===== src/rtl/phy_pkg.sv =====
// Shared definitions for the clockless PHY serial link.
// The transmit parallel-to-serial stage and the receive deframer both import it.
//   COMMA_CHAR         : idle / alignment character, sent whenever lane valid is low
//   DEFAULT_LOCK_COUNT : consecutive aligned commas needed before the receiver locks
//   phy_state_t        : receive deframer state encoding (also exported for debug)
package phy_pkg;

    localparam logic [7:0] COMMA_CHAR         = 8'hBC;
    localparam int         DEFAULT_LOCK_COUNT = 4;

    typedef enum logic [1:0] {
        SEARCH = 2'd0,
        ALIGN  = 2'd1,
        ACTIVE = 2'd2
    } phy_state_t;

endpackage


===== src/rtl/serial_rx_deframer_if.sv =====
// Bundle of the deframer's link-side signals.
//   serial_in   : serial bit stream, MSB first, one bit per clk_8f
//   data_out    : last deserialized character
//   valid_out   : data_out is payload rather than idle comma
//   word_strobe : one-cycle pulse when data_out / valid_out update
//   active      : link locked (sticky until reset)
//   state_out   : deframer state for debug
// master = the side that sources the serial stream and consumes the words,
// slave  = the deframer itself.
interface serial_rx_deframer_if #(
    parameter int DATA_WIDTH = 8
);

    logic                  serial_in;
    logic [DATA_WIDTH-1:0] data_out;
    logic                  valid_out;
    logic                  word_strobe;
    logic                  active;
    logic [1:0]            state_out;

    modport master (
        output serial_in,
        input  data_out,
        input  valid_out,
        input  word_strobe,
        input  active,
        input  state_out
    );

    modport slave (
        input  serial_in,
        output data_out,
        output valid_out,
        output word_strobe,
        output active,
        output state_out
    );

endinterface


===== src/rtl/phy_bit_counter.sv =====
// Mod-DATA_WIDTH bit position counter with synchronous clear.
//   clk      : bit-rate clock
//   reset    : synchronous active-high reset
//   clear    : hold the count at zero (the current edge is a word boundary)
//   boundary : high while the count is DATA_WIDTH-1, i.e. the next edge
//              samples the LSB of a word
module phy_bit_counter #(
    parameter int DATA_WIDTH = 8,
    parameter int CW         = (DATA_WIDTH > 1) ? $clog2(DATA_WIDTH) : 1
) (
    input  logic clk,
    input  logic reset,
    input  logic clear,
    output logic boundary
);

    localparam logic [CW-1:0] LAST = CW'(DATA_WIDTH - 1);

    logic [CW-1:0] count;

    // Explicit wrap at LAST so non-power-of-two widths still cycle correctly.
    always_ff @(posedge clk) begin
        if (reset || clear) begin
            count <= '0;
        end else if (count == LAST) begin
            count <= '0;
        end else begin
            count <= count + CW'(1);
        end
    end

    assign boundary = (count == LAST);

endmodule


===== src/rtl/serial_rx_deframer.sv =====
// Receive-side deframer of the PHY serial link.
// Slides bit by bit looking for the comma, confirms LOCK_COUNT aligned commas,
// then deserializes every following word at the locked alignment.
//   clk_8f : sole clock, one serial bit per cycle
//   reset  : synchronous active-high reset
//   link   : slave side of serial_rx_deframer_if (serial_in in; data_out,
//            valid_out, word_strobe, active, state_out out)
module serial_rx_deframer
    import phy_pkg::*;
#(
    parameter int                    DATA_WIDTH = 8,
    parameter logic [DATA_WIDTH-1:0] COMMA      = COMMA_CHAR,
    parameter int                    LOCK_COUNT = DEFAULT_LOCK_COUNT
) (
    input  logic                clk_8f,
    input  logic                reset,
    serial_rx_deframer_if.slave link
);

    localparam logic [3:0] LOCK_CNT = 4'(LOCK_COUNT);

    phy_state_t            state_q, state_d;
    logic [3:0]            comma_cnt_q, comma_cnt_d;
    logic [DATA_WIDTH-2:0] sr_q;
    logic [DATA_WIDTH-1:0] word;
    logic                  is_comma;
    logic                  boundary;
    logic                  cnt_clear;
    logic [DATA_WIDTH-1:0] data_q, data_d;
    logic                  valid_q, valid_d;
    logic                  strobe_q, strobe_d;

    // Only the newest DATA_WIDTH-1 bits need storing; together with the
    // incoming bit they form the word as it will look after this edge, so
    // decisions and data capture happen on the edge that samples the LSB.
    assign word     = {sr_q, link.serial_in};
    assign is_comma = (word == COMMA);

    phy_bit_counter #(
        .DATA_WIDTH (DATA_WIDTH)
    ) u_bit_counter (
        .clk      (clk_8f),
        .reset    (reset),
        .clear    (cnt_clear),
        .boundary (boundary)
    );

    // State, comma count, shift path and output registers.
    always_ff @(posedge clk_8f) begin
        if (reset) begin
            state_q     <= SEARCH;
            comma_cnt_q <= '0;
            sr_q        <= '0;
            data_q      <= '0;
            valid_q     <= 1'b0;
            strobe_q    <= 1'b0;
        end else begin
            state_q     <= state_d;
            comma_cnt_q <= comma_cnt_d;
            sr_q        <= word[DATA_WIDTH-2:0];
            data_q      <= data_d;
            valid_q     <= valid_d;
            strobe_q    <= strobe_d;
        end
    end

    // Next-state and output decode.  The bit counter is held at zero while
    // searching, so a comma hit in SEARCH makes that edge the word boundary.
    always_comb begin
        state_d     = state_q;
        comma_cnt_d = comma_cnt_q;
        data_d      = data_q;
        valid_d     = valid_q;
        strobe_d    = 1'b0;
        cnt_clear   = 1'b0;
        unique case (state_q)
            SEARCH: begin
                cnt_clear = 1'b1;
                if (is_comma) begin
                    comma_cnt_d = 4'd1;
                    state_d     = (LOCK_COUNT == 1) ? ACTIVE : ALIGN;
                end
            end
            ALIGN: begin
                if (boundary) begin
                    if (is_comma) begin
                        if (comma_cnt_q + 4'd1 >= LOCK_CNT) begin
                            comma_cnt_d = LOCK_CNT;
                            state_d     = ACTIVE;
                        end else begin
                            comma_cnt_d = comma_cnt_q + 4'd1;
                        end
                    end else begin
                        comma_cnt_d = '0;
                        state_d     = SEARCH;
                    end
                end
            end
            ACTIVE: begin
                if (boundary) begin
                    data_d   = word;
                    valid_d  = !is_comma;
                    strobe_d = 1'b1;
                end
            end
            default: begin
                state_d = SEARCH;
            end
        endcase
    end

    assign link.data_out    = data_q;
    assign link.valid_out   = valid_q;
    assign link.word_strobe = strobe_q;
    assign link.active      = (state_q == ACTIVE);
    assign link.state_out   = state_q;

endmodule


===== src/flat_wrapper.sv =====
// flat-port wrapper written by rule: the top's interface ports become plain ports
module serial_rx_deframer_flat import phy_pkg::*;
#(
    parameter int                    DATA_WIDTH = 8,
    parameter logic [DATA_WIDTH-1:0] COMMA      = COMMA_CHAR,
    parameter int                    LOCK_COUNT = DEFAULT_LOCK_COUNT
)
  (clk_8f, reset, link_serial_in, link_data_out, link_valid_out, link_word_strobe, link_active, link_state_out);
  serial_rx_deframer_if #(.DATA_WIDTH(DATA_WIDTH)) link_i ();
  input  logic clk_8f;
  input  logic reset;
  input wire logic [$bits(link_i.serial_in)-1:0] link_serial_in;
  output wire logic [$bits(link_i.data_out)-1:0] link_data_out;
  output wire logic [$bits(link_i.valid_out)-1:0] link_valid_out;
  output wire logic [$bits(link_i.word_strobe)-1:0] link_word_strobe;
  output wire logic [$bits(link_i.active)-1:0] link_active;
  output wire logic [$bits(link_i.state_out)-1:0] link_state_out;
  assign link_i.serial_in = link_serial_in;
  assign link_data_out = link_i.data_out;
  assign link_valid_out = link_i.valid_out;
  assign link_word_strobe = link_i.word_strobe;
  assign link_active = link_i.active;
  assign link_state_out = link_i.state_out;
  serial_rx_deframer #(.DATA_WIDTH(DATA_WIDTH), .COMMA(COMMA), .LOCK_COUNT(LOCK_COUNT)) u_core (.clk_8f(clk_8f), .reset(reset), .link(link_i));
endmodule

===== config.mk =====
export PLATFORM = sky130hd
export DESIGN_NAME = serial_rx_deframer_flat
export DESIGN_NICKNAME = d
export VERILOG_FILES = /design/src/rtl/phy_pkg.sv /design/src/rtl/serial_rx_deframer_if.sv /design/src/rtl/phy_bit_counter.sv /design/src/rtl/serial_rx_deframer.sv /design/src/flat_wrapper.sv
export SDC_FILE = /design/constraint.sdc
export NUM_CORES = 1
export LEC_CHECK = 0
export CORE_MARGIN = 2
export CORE_UTILIZATION = 46
export DETAILED_ROUTE_END_ITERATION = 6
export PLACE_DENSITY = 0.75
export REMOVE_ABC_BUFFERS = 1
export SYNTH_ARGS = -nofsm -noshare
export SYNTH_HDL_FRONTEND = slang
export SYNTH_SLANG_ARGS = --single-unit

===== constraint.sdc =====
create_clock -name clk_8f -period 1.4 [get_ports clk_8f]
set_clock_uncertainty 0.05 [all_clocks]
set_input_delay 0.28 -clock clk_8f [delete_from_list [all_inputs] [get_ports clk_8f]]
set_output_delay 0.28 -clock clk_8f [all_outputs]
set_load 0.01 [all_outputs]

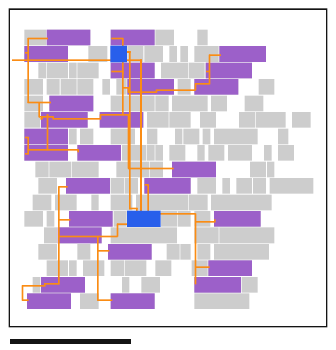
Run 1: clock distribution
Scale bar: 20 um.
- purple: flip-flops (count 26)
- blue: clock-net drivers (count 3)
- orange: clock wires (length 286 um)
- routed clock nets: 4

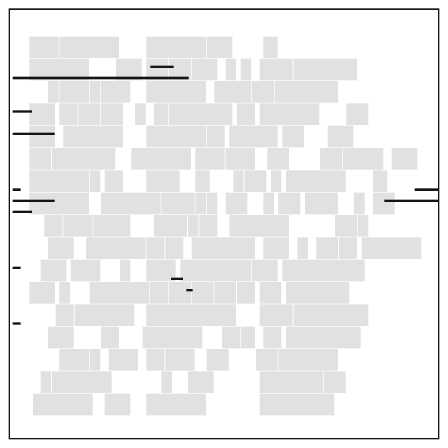
Run 1: metal 3
- main direction: horizontal
- nets with wire on the layer: 11

==> results_dict.tcl, run 1 <==
# flow metrics
set metrics [dict create \
    h-tree-depth 1 \
    portBuffers 15 \
    placedInstanceArea_mm2 0.00135 \
    relSlewSlack_pct 78.8 \
    status "finished, violations left" \
    power.switching_mw 0.246 \
    clk_pin_slew_ns 0.14 \
    timing.rr.end "u_core.link.state_out[0]" \
    violations "negative setup slack" \
    cap_violations 0 \
    final_hold_viol_count 0 \
    drt-pass1-iter-count 4 \
    cp_slowest_cell "dfxtp_2" \
    wirelength_mm 2.27 \
    synth_area_mm2 0.00107 \
    vias_per_cell 5.05 \
    place_ws_ns -0.338 \
    grt_pass1_vias 807 \
    clock_path_buffers 2 \
    max_stage_delay_ns 0.37 \
    finalSetupViolations 1 \
    synth_chip_area_mm2 0.00107 \
    pwr-share-seq_pct 57.5 \
    core_region_area_mm2 0.00221 \
    worstSetupPathType "register to register" \
    internal-power_mw 1.05 \
    r2r_setup_slack_ns -0.03 \
    top_area_share_pct 48.8 \
    clk_latency_ns 0.33 \
    finalNetCount 142 \
    holdPathStages 3 \
    cts_tree "built" \
    power_frac_clock_pct 39.5 \
    avgSynthCellArea_um2 10.8 \
    hold_slack_ns 0.391 \
    endpoint_kind "register" \
    arrival_ns 1.67 \
    ys_cells 99 \
    fin_crit_ns 1.43 \
    slew_violations 0 \
    grt_max_degree 19 \
    synth_cell_types 34 \
    power_frac_comb_pct 2.9 \
    final.setup.worst_slack_ns -0.0344 \
    final_util_pct 68.6 \
]
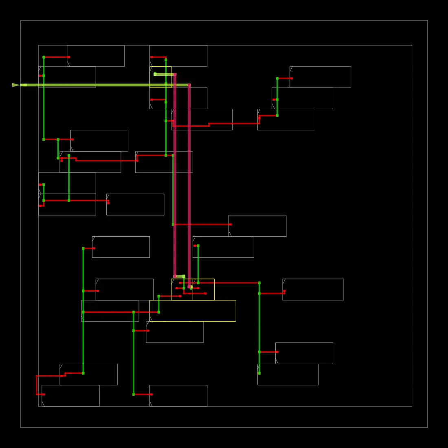
Run 1: clock wiring as the flow saved it
CTS Buf Count: 3
Seq cells: 26
CLK BUF: 3

-- run 1: area by class of cell --
class / count / area (um2)
multi-input cells: 69 / 607
clock buffers: 3 / 22.5
well taps: 28 / 35.0
flip-flops and latches: 26 / 529
fillers: 182 / 694
repair buffers: 36 / 294
clock inverters: 1 / 30.0
-- run 1: placed cells by master (no fill, tap or decap), types with 3 or more instances in the layout --
cell and n:
and2_1 3, buf_4 18, buf_6 3, clkbuf_4 3
dfxtp_1 19, dfxtp_2 7, dlygate4sd2_1 12, ha_4 3
mux2i_1 8, nand2_1 7, nor2_1 13, nor2b_1 9
-- run 1: cell families after synthesis --
logic type | after synthesis | synth area share (%)
adder cells (fa/ha/maj) | 3 | 3.52
flip-flops | 26 | 48.8
multiplexers | 8 | 7.51
AND-OR/OR-AND | 10 | 11.3
AND/OR/NAND/NOR | 47 | 26.5
buffers and inverters | 5 | 2.35
-- run 1: routing by layer --
layer	track usage [%]	wire, um
met3	1.72	49
met4	6.41	51
met2	32.7	1230
met5	0	0
met1	20.8	936
-- run 1: worst max path at each step --
stage                             startpoint  slack [ns]                        to  depth (start not counted)
2_1_floorplan  u_core.u_bit_counter.count[0]       -0.14     u_core.comma_cnt_q[0]                          6
3_3_place_gp                  link_serial_in       -0.26     u_core.comma_cnt_q[1]                          5
3_5_place_dp                  link_serial_in       -0.34     u_core.comma_cnt_q[1]                          5
4_1_cts                u_core.comma_cnt_q[1]       -0.05  u_core.link.state_out[0]                          5
5_1_grt                u_core.comma_cnt_q[1]       -0.08  u_core.link.state_out[0]                          5
6_report               u_core.comma_cnt_q[1]       -0.03  u_core.link.state_out[0]                          5
-- run 1: tightest hold or removal path: stages --
cell and delay (ns):
dlygate4sd2_1 0.22, buf_4 0.12, nor2b_1 0.12
-- run 1: registers in the layout, summed over array words and instances, names as in the netlist --
signal	count
u_core.link.data_out	8
u_core.sr_q	7
u_core.comma_cnt_q	4
u_core.u_bit_counter.count	3
u_core.link.state_out	2
u_core.link.valid_out	1
u_core.link.word_strobe	1
-- run 1: cells in the mapped netlist --
library cell  count
o32ai_2           1
dfxtp_1          26
clkbuf_1          1
nor2_1           13
nand4_1           1
nor2b_1          10
a2111oi_4         1
mux2i_1           8
or2_4             1
nand2_4           1
and4bb_1          1
a21oi_2           1
nand2b_1          1
buf_2             2
o221a_2           1
a21oi_1           1
buf_4             1
nand2_1           7
nand3_1           1
and4_4            1
buf_1             1
o21ai_2           1
and3_1            1
nand3b_4          1
a32o_1            1
o22ai_2           1
and2_1            3
nor4b_2           1
o31ai_2           1
o21a_1            1
ha_1              3
nand3b_1          1
nor4_1            1
nor3_1            2
-- run 1: timing repair --
item | in CTS | in global routing
pin swaps | 8 | 3
buffers inserted | 2 | 3
resized | 33 | 8
cloned | 0 | 1
setup endpoints to repair | 31 | 14
-- run 1: power groups by stage --
stage / registers, mW / clock network [mW] / logic, mW
after floorplan: 0.763 / 0 / 0.00692
after global placement: 0.764 / 0 / 0.0347
after detailed placement: 0.764 / 0 / 0.0370
after CTS: 0.748 / 0.511 / 0.0363
after global routing: 0.749 / 0.540 / 0.0411
final: 0.748 / 0.514 / 0.0382
==> run 2, diff against run 1 <==
--- a/config.mk
+++ b/config.mk
@@ -5,6 +5,7 @@
 export SDC_FILE = /design/constraint.sdc
 export NUM_CORES = 1
 export LEC_CHECK = 0
+export ABC_CLOCK_PERIOD_IN_PS = 1400
 export CORE_MARGIN = 2
 export CORE_UTILIZATION = 46
 export DETAILED_ROUTE_END_ITERATION = 6
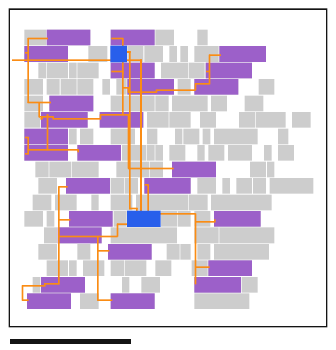
Run 2: clock distribution
Scale bar: 20 um.
- purple: flip-flops (count 26)
- orange: clock wires (length 286 um)
- blue: clock-net drivers (count 3)
- routed clock nets: 4
power share of the clock group: 39.5%
Clk. pwr: 0.514 mW
Clock Latency Late Sink: 0.33 ns

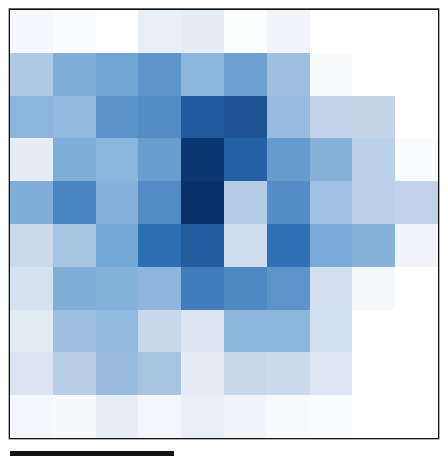
Run 2: routed metal per tile
Scale bar: 20 um. The die is cut into 10 by 10 equal tiles; white is low, dark blue is high, scaled to the fullest tile. Values are wire area over tile area, all layers added.
- emptiest ninth of the die: south-east
- nearly empty tiles: 16%
- tiles over half the peak: 22%
- mean over tiles: 0.13

==> run 2 against run 1 <==
The flow still finishes with violations (negative setup slack). Sequential power is essentially flat. Critical endpoint unchanged. Register-to-register slack is essentially flat. Setup slack is the same. Core utilization is the same.
==> results_dict.tcl, run 2 <==
# flow metrics
set metrics [dict create \
    synthAoiAreaFrac_pct 11.3 \
    power_frac_comb_pct 2.9 \
    wl_met1_um 936 \
    grt_max_degree 19 \
    synthSimpleGateAreaFrac_pct 26.5 \
    drt-pass1-iter-count 4 \
    pwr-share-seq_pct 57.5 \
    grt_pass1_vias 807 \
    cts_tree "built" \
    place_ws_ns -0.338 \
    wl_met3_um 49 \
    cts_made_buffers 3 \
    mostFrequentLayoutCells "dfxtp_1, buf_4, nor2_1, dlygate4sd2_1, nor2b_1" \
    synth-async-reset-ratio_pct 0 \
    final.setup.worst_slack_ns -0.0344 \
    clock_path_buffers 2 \
    topCombFamilyByArea "simple AND/OR/NAND/NOR gates" \
    violations "negative setup slack" \
    cap_violations 0 \
    finalSetupViolations 1 \
    worstSetupPathType "register to register" \
    slew_violations 0 \
    max_stage_delay_ns 0.37 \
    power.switching_mw 0.246 \
    fin_crit_ns 1.43 \
    relSlewSlack_pct 78.8 \
    top_layer "met4" \
    final_hold_viol_count 0 \
    ys_cells 99 \
    finalNetCount 142 \
    most_common_cell "dfxtp_1" \
    dr_wl_met2_mm 1.23 \
    status "finished, violations left" \
    ys_sh_xor_pct 0 \
    lay_top_count "dfxtp_1" \
    portBuffers 15 \
    synth_chip_area_mm2 0.00107 \
    clk_pin_slew_ns 0.14 \
    internal-power_mw 1.05 \
    edf_count 0 \
    wirelength_mm 2.27 \
    top_area_share_pct 48.8 \
]
## run 2: cell counts after synthesis
Identical to the previous run, type by type.
## run 2: area by class of cell
type | count | area [um2]
Fill cell | 182 | 694
Sequential cell | 26 | 529
Timing Repair Buffer | 36 | 294
Clock buffer | 3 | 22.5
Multi-Input combinational cell | 69 | 607
Tap cell | 28 | 35.0
Clock inverter | 1 | 30.0
## run 2: power by group through the flow
stage / Sequential [mW] / Combinational, mW / Clock [mW]
floorplan: 0.763 / 0.00692 / 0
global placement: 0.764 / 0.0347 / 0
detailed placement: 0.764 / 0.0370 / 0
CTS: 0.748 / 0.0363 / 0.511
global route: 0.749 / 0.0411 / 0.540
finish: 0.748 / 0.0382 / 0.514
## run 2: per-stage QoR
step / std cells / cell area, um2 / utilization (%) / hold slack (ns)
CTS: 159 / 1470 / 66.6 / 0.409
global route: 163 / 1520 / 68.6 / 0.411
finish: 163 / 1520 / 68.6 / 0.391
floorplan: 94 / 1040 / - / 0.292
global placement: 153 / 1350 / 60.9 / 0.369
detailed placement: 153 / 1350 / 60.9 / 0.375
## run 2: worst paths after layout
kind / slack, ns / endpoint / depth (start not counted)
max reg2reg: -0.03 / u_core.link.state_out[0] / 5
max: -0.03 / u_core.link.state_out[0] / 5
min: 0.39 / u_core.sr_q[0] / 3
min reg2reg: 0.45 / u_core.sr_q[2] / 1
## run 2: what timing repair did
action	CTS	global route
buffers inserted	2	3
gates cloned	0	1
setup endpoints to repair	31	14
gates resized	33	8
pin swaps	8	3
## run 2: layer usage
layer	global-route usage, %	vias up
met5	0	-
met4	6.41	0
met3	1.72	4
met2	32.7	12
met1	20.8	393
li1	-	414
## run 2: cell families after synthesis
logic type / after synthesis
DFF: 26
and+or+nand+nor: 47
AOI/OAI and AO/OA: 10
muxes: 8
buffers and inverters: 5
adders and majority gates: 3
## run 2: tightest hold or removal path: stages
cell	delay [ns]
dlygate4sd2_1	0.22
buf_4	0.12
nor2b_1	0.12
Run 2, metal 3:
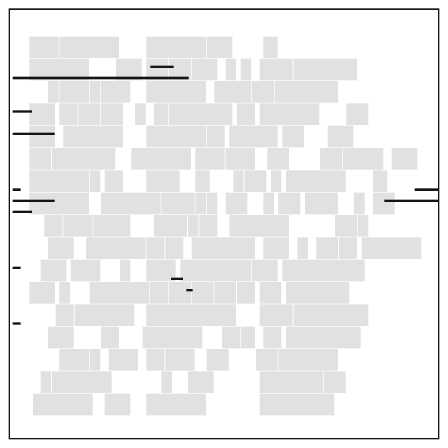

==> run 3, diff against run 2 <==
--- a/config.mk
+++ b/config.mk
@@ -6,6 +6,7 @@
 export NUM_CORES = 1
 export LEC_CHECK = 0
 export ABC_CLOCK_PERIOD_IN_PS = 1400
+export CORE_ASPECT_RATIO = 1.25
 export CORE_MARGIN = 2
 export CORE_UTILIZATION = 46
 export DETAILED_ROUTE_END_ITERATION = 6
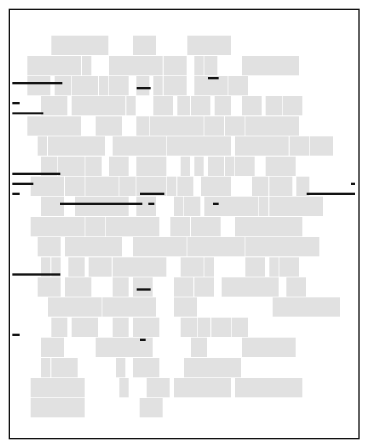
Run 3: metal 3
- main direction: horizontal
- share of all routed wire: 2.3%
- wire length on this layer: 52.7 um
- longest straight run: 10.8 um
- nets with wire on the layer: 13
final WL: 2.25 mm
M3 GR Usage: 2.18%
routed vias: 807

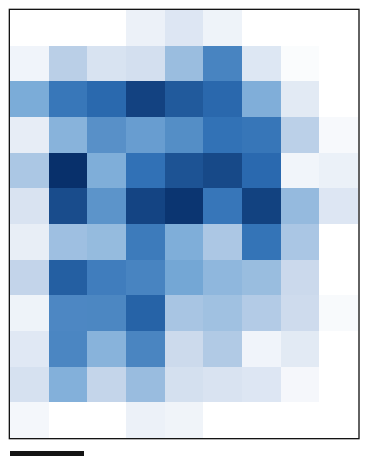
Run 3: routed metal per tile
Scale bar: 10 um. The die is cut into 9 by 12 equal tiles; white is low, dark blue is high, scaled to the fullest tile. Values are wire area over tile area, all layers added.
- tiles over half the peak: 31%
- emptiest ninth of the die: south-east
- fullest tile: 0.37
- nearly empty tiles: 17%
- densest ninth of the die: centre
- mean over tiles: 0.13

==> run 3 against run 2 <==
The flow still finishes with violations (negative setup slack). Combinational power grew 2%. Critical endpoint unchanged. Global-route usage grew 0.88 points. Sequential cell count is the same. Highest routed layer unchanged. Core utilization shrank 1.8 points. First-iteration DRC count grew 110%. Critical path depth is the same. Non-clock buffer count shrank 3. Design area shrank 3.7%. Count of clock-buffer cells in the layout is the same. Clock power shrank about 40%. Via count shrank 1.9%.
==> results_dict.tcl, run 3 <==
# flow metrics
set metrics [dict create \
    status "finished, violations left" \
    comb_area_um2 601 \
    synth_chip_area_mm2 0.00107 \
    internal-power_mw 0.865 \
    grt_max_degree 17 \
    r2r_setup_slack_ns -0.02 \
    power_frac_comb_pct 3.6 \
    ys_cells 99 \
    finalSetupViolations 1 \
    final.setup.worst_slack_ns -0.0210 \
    hold_slack_ns 0.250 \
    holdPathStages 3 \
    cts_tree "built" \
    finalNetCount 139 \
    clk_pin_slew_ns 0.13 \
    clk_latency_ns 0.31 \
    clock_path_buffers 2 \
    relSlewSlack_pct 79.3 \
    cap_violations 0 \
    violations "negative setup slack" \
    fillerInstances 186 \
    portBuffers 15 \
    mostFrequentLayoutCells "buf_4, dfxtp_1, nor2_1, dlygate4sd2_1" \
    drt-pass1-iter-count 3 \
    grt_pass1_vias 854 \
    power_frac_clock_pct 28.1 \
    reg2reg_depth 5 \
    fin_crit_ns 1.42 \
    most_common_cell "dfxtp_1" \
    final_cells 162 \
    timing.rr.end "u_core.link.state_out[0]" \
    worstSetupPathType "register to register" \
    power.switching_mw 0.230 \
    dp.cells 155 \
]
run 3: cell counts after synthesis:
No cell type changed its count.
run 3: power by group through the flow:
| stage | Sequential [mW] | Clock [mW] | Combinational (mW) |
|---|---|---|---|
| 3_3_place_gp | 0.764 | 0 | 0.0346 |
| 5_1_grt | 0.749 | 0.343 | 0.0423 |
| 2_1_floorplan | 0.763 | 0 | 0.00692 |
| 6_report | 0.748 | 0.308 | 0.0390 |
| 4_1_cts | 0.748 | 0.321 | 0.0363 |
| 3_5_place_dp | 0.764 | 0 | 0.0356 |
run 3: kinds of logic (layout without fill, tap and decap cells):
kind of cell / Yosys count / after routing
simple gates: 47 / 48
fa+ha+maj: 3 / 3
compound gates: 10 / 10
flops: 26 / 26
mux: 8 / 8
buf+inv: 5 / 36
run 3: metal layers:
layer / GRT usage (%) / vias to the layer above / routed length, um
met5: 0 / - / 0
met4: 8.33 / 0 / 83
met3: 2.18 / 9 / 52
met2: 33.9 / 17 / 1240
met1: 20.1 / 375 / 872
li1: - / 406 / -
run 3: final cells by class:
type	count	share of cell area, %
Timing Repair Buffer	33	18.3
Multi-Input combinational cell	69	41.1
Tap cell	31	2.65
Clock buffer	3	1.54
Sequential cell	26	36.4
run 3: worst max path at each step:
stage / endpoint / slack, ns / depth (start not counted)
after floorplan: u_core.comma_cnt_q[0] / -0.14 / 6
after global placement: u_core.comma_cnt_q[1] / -0.26 / 5
after detailed placement: u_core.comma_cnt_q[2] / -0.31 / 5
after CTS: u_core.link.state_out[0] / -0.05 / 5
after global routing: u_core.link.state_out[0] / -0.07 / 5
final: u_core.link.state_out[0] / -0.02 / 5
run 3: per-stage QoR:
stage	power, mW	instance area (um2)	util (%)	setup TNS (ns)	setup WS, ns
3_5_place_dp	0.800	1340	61.4	-2.66	-0.312
4_1_cts	1.11	1430	65.4	-0.131	-0.0530
2_1_floorplan	0.770	1040	-	-0.318	-0.144
3_3_place_gp	0.799	1340	61.4	-2.19	-0.262
5_1_grt	1.13	1460	66.8	-0.244	-0.0659
6_report	1.10	1460	66.8	-0.0210	-0.0210
run 3: what timing repair did:
item                                    CTS  global route
cloned                                    0             1
resized                                  30            10
hold buffers                              0             0
setup buffers                             1             2
pin swaps                                 7             8
endpoints found under the setup margin   30            12
run 3: critical path, cell delays in order, from the launching register on:
cell and delay (ns):
dfxtp_2 0.36, ha_4 0.15, or2_4 0.24, o21a_1 0.13
o22ai_4 0.22, o221a_2 0.23
Power figures rest on the tool's default switching activity, not on a simulated workload.
